`src/rtl/ps2_pkg.sv`:
```
// Shared PS/2 receiver types: deframer states, prefix bytes and the scan codes
// the display stage acts on.
package ps2_pkg;

  typedef enum logic [1:0] {IDLE, DATA, PARITY, STOP} ps2_state_t;

  localparam logic [7:0] PS2_EXT = 8'hE0;
  localparam logic [7:0] PS2_BRK = 8'hF0;

  localparam logic [7:0] UP    = 8'h75;
  localparam logic [7:0] DOWN  = 8'h72;
  localparam logic [7:0] LEFT  = 8'h6B;
  localparam logic [7:0] RIGHT = 8'h74;
  localparam logic [7:0] SPACE = 8'h29;

endpackage

```
`src/rtl/ps2_clk_filter.sv`:
```
// Input conditioning for the PS/2 pins: synchronises clock and data, debounces
// the clock and produces a one-cycle pulse on each filtered falling edge.
module ps2_clk_filter #(
  parameter int unsigned SYNC_STAGES = 2,
  parameter int unsigned FILTER_LEN  = 4
) (
  input  logic clk,
  input  logic rst,
  input  logic ps2_clk,
  input  logic data,
  output logic data_s,
  output logic fall
);

  logic [SYNC_STAGES-1:0] sync_clk_q;
  logic [SYNC_STAGES-1:0] sync_dat_q;
  logic [FILTER_LEN-1:0]  hist_q;
  logic                   filt_q;
  logic                   fall_q;

  // Idle bus level is high, so everything resets to 1 to avoid a false edge.
  always_ff @(posedge clk) begin
    if (rst) begin
      sync_clk_q <= '1;
      sync_dat_q <= '1;
      hist_q     <= '1;
      filt_q     <= 1'b1;
      fall_q     <= 1'b0;
    end else begin
      sync_clk_q <= {sync_clk_q[SYNC_STAGES-2:0], ps2_clk};
      sync_dat_q <= {sync_dat_q[SYNC_STAGES-2:0], data};
      hist_q     <= {hist_q[FILTER_LEN-2:0], sync_clk_q[SYNC_STAGES-1]};
      fall_q     <= 1'b0;
      if (&hist_q) begin
        filt_q <= 1'b1;
      end else if (~|hist_q) begin
        filt_q <= 1'b0;
        fall_q <= filt_q;
      end
    end
  end

  assign data_s = sync_dat_q[SYNC_STAGES-1];
  assign fall   = fall_q;

endmodule

```
`src/rtl/ps2_scan_receiver.sv`:
```
// PS/2 device-to-host receiver: deframes 11-bit frames, checks parity and stop
// bit, folds E0/F0 prefixes into flags and emits one scan code per key event.
module ps2_scan_receiver
  import ps2_pkg::*;
#(
  parameter int unsigned SYNC_STAGES    = 2,
  parameter int unsigned FILTER_LEN     = 4,
  parameter int unsigned TIMEOUT_CYCLES = 100000
) (
  input  logic       clk,
  input  logic       rst,
  input  logic       ps2_clk,
  input  logic       data,
  output logic [7:0] code,
  output logic       code_valid,
  output logic       extended,
  output logic       released,
  output logic       frame_err
);

  localparam int unsigned TmoW = $clog2(TIMEOUT_CYCLES);

  logic            data_s;
  logic            fall;
  ps2_state_t      state_q;
  logic [2:0]      bit_cnt_q;
  logic [7:0]      shift_q;
  logic            par_ok_q;
  logic [TmoW-1:0] tmo_q;
  logic            ext_pend_q;
  logic            brk_pend_q;

  ps2_clk_filter #(
    .SYNC_STAGES(SYNC_STAGES),
    .FILTER_LEN (FILTER_LEN)
  ) u_filter (
    .clk    (clk),
    .rst    (rst),
    .ps2_clk(ps2_clk),
    .data   (data),
    .data_s (data_s),
    .fall   (fall)
  );

  always_ff @(posedge clk) begin
    if (rst) begin
      state_q    <= IDLE;
      bit_cnt_q  <= 3'd0;
      shift_q    <= 8'h00;
      par_ok_q   <= 1'b0;
      tmo_q      <= '0;
      ext_pend_q <= 1'b0;
      brk_pend_q <= 1'b0;
      code       <= 8'h00;
      code_valid <= 1'b0;
      extended   <= 1'b0;
      released   <= 1'b0;
      frame_err  <= 1'b0;
    end else begin
      code_valid <= 1'b0;
      frame_err  <= 1'b0;

      if (fall || state_q == IDLE) begin
        tmo_q <= '0;
      end else begin
        tmo_q <= tmo_q + TmoW'(1);
      end

      // A falling edge in the terminal-count cycle takes priority over timeout.
      if (fall) begin
        unique case (state_q)
          IDLE: begin
            if (!data_s) begin
              state_q   <= DATA;
              bit_cnt_q <= 3'd0;
            end
          end
          DATA: begin
            shift_q   <= {data_s, shift_q[7:1]};
            bit_cnt_q <= bit_cnt_q + 3'd1;
            if (bit_cnt_q == 3'd7) begin
              state_q <= PARITY;
            end
          end
          PARITY: begin
            par_ok_q <= ^{shift_q, data_s};
            state_q  <= STOP;
          end
          STOP: begin
            state_q <= IDLE;
            if (data_s && par_ok_q) begin
              if (shift_q == PS2_EXT) begin
                ext_pend_q <= 1'b1;
              end else if (shift_q == PS2_BRK) begin
                brk_pend_q <= 1'b1;
              end else begin
                code       <= shift_q;
                extended   <= ext_pend_q;
                released   <= brk_pend_q;
                code_valid <= 1'b1;
                ext_pend_q <= 1'b0;
                brk_pend_q <= 1'b0;
              end
            end else begin
              frame_err  <= 1'b1;
              ext_pend_q <= 1'b0;
              brk_pend_q <= 1'b0;
            end
          end
          default: state_q <= IDLE;
        endcase
      end else if (state_q != IDLE && tmo_q == TmoW'(TIMEOUT_CYCLES - 1)) begin
        state_q    <= IDLE;
        frame_err  <= 1'b1;
        ext_pend_q <= 1'b0;
        brk_pend_q <= 1'b0;
      end
    end
  end

endmodule
```
`config.mk`:
```
export PLATFORM = sky130hd
export DESIGN_NAME = ps2_scan_receiver
export DESIGN_NICKNAME = d
export VERILOG_FILES = /design/src/rtl/ps2_pkg.sv /design/src/rtl/ps2_clk_filter.sv /design/src/rtl/ps2_scan_receiver.sv
export SDC_FILE = /design/constraint.sdc
export NUM_CORES = 1
export LEC_CHECK = 0
export ABC_AREA = 1
export CAP_MARGIN = 40
export CORE_ASPECT_RATIO = 0.7
export CORE_MARGIN = 10
export CORE_UTILIZATION = 45
export CTS_CLUSTER_DIAMETER = 150
export DETAILED_ROUTE_END_ITERATION = 12
export SKIP_LAST_GASP = 1
export SYNTH_ARGS = -nofsm -noshare
export SYNTH_HDL_FRONTEND = slang
export SYNTH_SLANG_ARGS = --single-unit
```
`constraint.sdc`:
```
create_clock -name clk -period 2.7 [get_ports clk]
set_clock_uncertainty 0.15 [all_clocks]
set_input_delay 0.405 -clock clk [delete_from_list [all_inputs] [get_ports clk]]
set_output_delay 0.405 -clock clk [all_outputs]
set_load 0.03 [all_outputs]
```
==> results.cfg, run 1 <==
; flow metrics
[power]
power.internal_mw = 1.125
p_comb_mw = 0.0250
power_frac_comb_pct = 1.8
seqPwrFrac_pct = 58.4
power_mw = 1.396

[synthesis]
edf_count = 0
yosys.area_share.simple_pct = 27.73
top_cells_by_area = dfxtp_1, nand2_1, a21oi_1
ys.flop_type = dfxtp_1
ys_seq_share_pct = 45.69
synthArstFlopShare_pct = 0
xor_share_pct = 0.3634
synth_largest_type_area_fraction_pct = 45.69
ys_area_um2 = 2410

[routing]
drt-total-wl_um = 4712
drcViolationCount = 0
top_layer = met4
num_vias = 1977

[timing]
tightest_slew_ns = 0.5945
max_slew_margin_pct = 60.32
worst_slack_ns = 0.8034

[floorplan]
fp_util_pct = 46.32

[critical_path]
critPathCapture = extended
crit_family = buffers and inverters
timing.rr.start = state_q[0]
rr_worst_depth = 7
start_kind = register
slowest_stage = clkdlybuf4s50_1
cp.required_ns = 2.14
worstPathArrival_ns = 1.34
r2r_end = tmo_q[11]

[cts]
ctsResizeCount = 0
cts.sink_count = 55

[global_routing]
grtUsageMet3_pct = 3.083
grtUsageMet1_pct = 16.22
use_met2_pct = 16.42
grt_pass1_vias = 1786

[status]
outcome = finished, final reports clean

[finish]
largest_register = tmo_q
n_all_inverters = 41
seq_area_um2 = 1101
comb_area_share_pct = 40.92
combGateArea_um2 = 1127
layout_top_cell = nand2_1
nNonClkBuffers = 17
num_antenna_cells = 0
flops = 55

[place]
dp_hpwl_um = 3621

[min_path]
hold_path_depth = 1
min_from = u_filter.sync_clk_q[0]
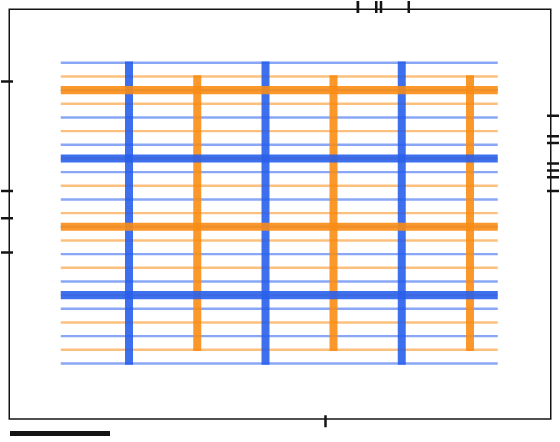
**Above:** run 1 (floorplan with the power grid).
The bar under the picture is 20 um long. Pins as bars on the die edge.
net	colour
VDD	orange
VSS	blue
met1 rails	23
met5 straps	4
core footprint: 5202 um2
Peak supply drop: 0.0002707 V
die height: 81.23 um

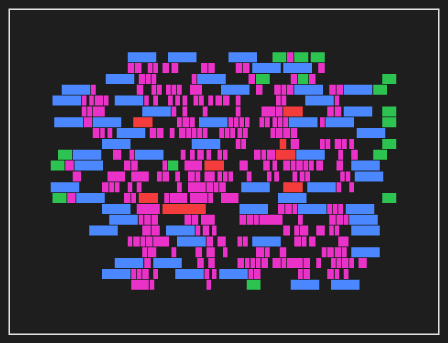
**Above:** run 1 (placement by cell class).
class	colour	cells	share of their area
registers	blue	55	41%
remaining buffers and delay cells	green	17	6.2%
clock drivers and dummy loads	red	8	4.4%
remaining logic cells	magenta	264	48%
Seq/total area: 39.96%
row count: 22

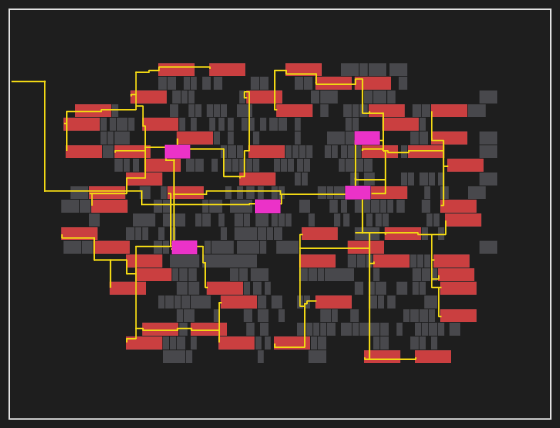
**Above:** run 1 (clock distribution).
[clock-net drivers] magenta | count: 5
[clock wires] yellow | length: 633 um
[flip-flops] red | count: 55
routed clock nets	6
Latency at later pin: 0.30 ns
Clock net power: 0.556 mW
clock network power share: 39.8%

--- run 2 (diff from run 1) ---
--- a/config.mk
+++ b/config.mk
@@ -12,6 +12,7 @@
 export CORE_UTILIZATION = 45
 export CTS_CLUSTER_DIAMETER = 150
 export DETAILED_ROUTE_END_ITERATION = 12
+export PLACE_DENSITY = 0.66
 export SKIP_LAST_GASP = 1
 export SYNTH_ARGS = -nofsm -noshare
 export SYNTH_HDL_FRONTEND = slang
==> constraint.sdc (replaced) <==
create_clock -name clk -period 1.6 [get_ports clk]
set_clock_uncertainty 0.15 [all_clocks]
set_input_delay 0.24 -clock clk [delete_from_list [all_inputs] [get_ports clk]]
set_output_delay 0.24 -clock clk [all_outputs]
set_load 0.03 [all_outputs]
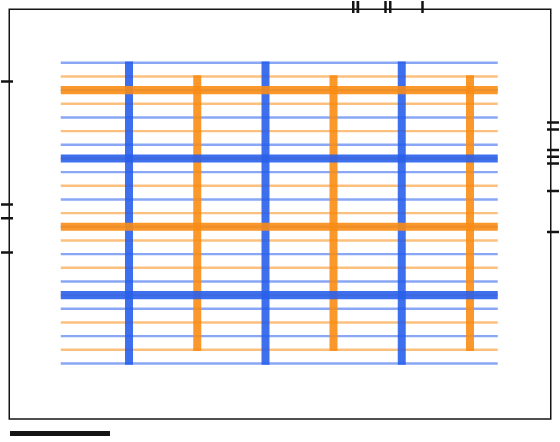
**Above:** run 2 (floorplan with the power grid).
The bar under the picture is 20 um long. Pins as bars on the die edge.
net	colour
VSS	blue
VDD	orange
signal pins	16
met4 straps	6
rows	22
Die Width: 107.5 um
Peak supply drop: 0.0005407 V

==> run 2 against run 1 <==
  * The run now ends with negative setup slack left
  * Via count rose by 6.2%
  * Count of clock-buffer cells in the layout fell by 1
  * Final area rose by 9.6%
  * Largest cell class unchanged
  * Worst hold slack improved by 0.0062 ns
  * Sequential share of layout area fell by 3.2 points
  * Non-clock buffer count rose by 25
  * Cell count rose by 6.0%
  * Die area did not move
  * Synthesized cell count did not move
  * Register-to-register slack got worse by 0.90 ns
  * Sequential cell count did not move
  * Critical path depth rose by 8
==> results.cfg, run 2 <==
; flow metrics
[cts]
clk_latency_ns = 0.31

[timing]
setup_viol = 1
tightest_slew_ns = 0.3534
worst_slack_ns = -0.002638
max_slew_margin_pct = 76.53

[power]
power_frac_comb_pct = 2.3
power_mw = 2.208
p_comb_mw = 0.0508
p_clk_mw = 0.783
power.internal_mw = 1.710
seqPwrFrac_pct = 62.3
clock_power_share_pct = 35.4

[status]
failed_checks = negative setup slack
outcome = complete, but fails checks

[routing]
num_vias = 2100
drt-total-wl_um = 5258
drcViolationCount = 0

[critical_path]
crit_family = simple AND/OR/NAND/NOR gates
worstPathArrival_ns = 1.70
rr_worst_depth = 9
slowest_stage = dfxtp_2
timing.rr.start = tmo_q[1]
cp.required_ns = 1.70
r2r_end = tmo_q[16]

[synthesis]
synth_largest_type_area_fraction_pct = 45.69
ys.flop_type = dfxtp_1
ys_seq_share_pct = 45.69
edf_count = 0
ys_area_um2 = 2410
xor_share_pct = 0.3634
synthArstFlopShare_pct = 0
top_cells_by_area = dfxtp_1, nand2_1, a21oi_1

[finish]
comb_area_share_pct = 39.89
flops = 55
seq_area_share_pct = 36.79
n_all_inverters = 41
num_antenna_cells = 0
layout_top_cell = nand2_1

[global_routing]
grtUsageMet3_pct = 4.032
grtUsageMet1_pct = 16.91
use_met2_pct = 17.82

[min_path]
hold_path_depth = 1
min_from = u_filter.sync_dat_q[0]

[place]
dp_hpwl_um = 3908

[floorplan]
fp_util_pct = 46.32
rows = 22
--- run 3 (diff from run 2) ---
--- a/config.mk
+++ b/config.mk
@@ -10,7 +10,7 @@
 export CORE_ASPECT_RATIO = 0.7
 export CORE_MARGIN = 10
 export CORE_UTILIZATION = 45
-export CTS_CLUSTER_DIAMETER = 150
+export CTS_CLUSTER_DIAMETER = 80
 export DETAILED_ROUTE_END_ITERATION = 12
 export PLACE_DENSITY = 0.66
 export SKIP_LAST_GASP = 1
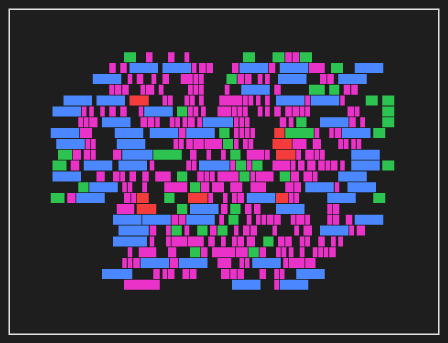
**Above:** run 3 (placement by cell class).
class	colour	cells	share of their area
remaining buffers and delay cells	green	42	13%
registers	blue	55	38%
clock drivers and dummy loads	red	8	3.2%
remaining logic cells	magenta	264	46%
Post-Layout Inst Area: 3020 um2
Final Util: 58.06%
Seq/total area: 36.79%

==> run 3 against run 2 <==
  * The run still ends with negative setup slack left
  * Critical endpoint unchanged
  * First-iteration DRC count is the same
  * Fmax is the same
  * Utilization is the same
  * Non-clock buffer count is the same
  * Combinational power is essentially flat
  * Power is the same
  * Synthesized cell count is the same
  * Cell count is the same
  * Die area is the same
==> results.cfg, run 3 <==
; flow metrics
[synthesis]
ys.flop_type = dfxtp_1
ys_area_um2 = 2410
syn_area_um2 = 2410
edf_count = 0
top_cells_by_area = dfxtp_1, nand2_1, a21oi_1
synthArstFlopShare_pct = 0
synth_largest_type_area_fraction_pct = 45.69
ys_seq_share_pct = 45.69
yosys.area_share.simple_pct = 27.73

[finish]
seq_area_um2 = 1111
layout_top_cell = nand2_1
combGateArea_um2 = 1205
nNonClkBuffers = 42
areaGrowthSynthToFinish_pct = 25.34
n_all_inverters = 41
num_antenna_cells = 0
flops = 55
largest_register = tmo_q
final_nets = 380
comb_area_share_pct = 39.89

[routing]
drt-total-wl_um = 5258
drcViolationCount = 0
top_layer = met4
num_vias = 2100

[power]
clock_power_share_pct = 35.4
ir_drop_v = 0.0005407
leakage_nw = 1.290
p_comb_mw = 0.0508
seqPwrFrac_pct = 62.3
swShare_pct = 22.56
p_clk_mw = 0.783
power_frac_comb_pct = 2.3
power.internal_mw = 1.710
power_mw = 2.208

[timing]
setup_viol = 1
post-route-min-period_ns = 1.603
hold_viol_final = 0
worst_slack_ns = -0.002638
max_slew_margin_pct = 76.53

[critical_path]
cp.required_ns = 1.70
rr_worst_depth = 9
timing.rr.start = tmo_q[1]
crit_family = simple AND/OR/NAND/NOR gates
r2r_end = tmo_q[16]
critPathCapture = tmo_q[16]
rrSetupSlack_ns = -0.003
slowest_stage = dfxtp_2
worstPathArrival_ns = 1.70
start_kind = register

[cts]
ctsResizeCount = 16
clk_latency_ns = 0.31
clk_pin_slew_worst_paths_ns = 0.10
cts.sink_count = 55

[global_routing]
grt_pass1_wl_um = 8728
use_met2_pct = 17.82
grt_pass1_vias = 1955
grtUsageMet1_pct = 16.91
grtUsageMet3_pct = 4.032

[min_path]
min_from = u_filter.sync_dat_q[0]
hold_path_depth = 1

[status]
failed_checks = negative setup slack
outcome = complete, but fails checks

[floorplan]
core-area_um2 = 5202
fp_util_pct = 46.32
die_w_um = 107.5
die_h_um = 81.23
rows = 22

[place]
io_buffers = 15
dp_hpwl_um = 3908
Power and IR drop assume default switching activity.
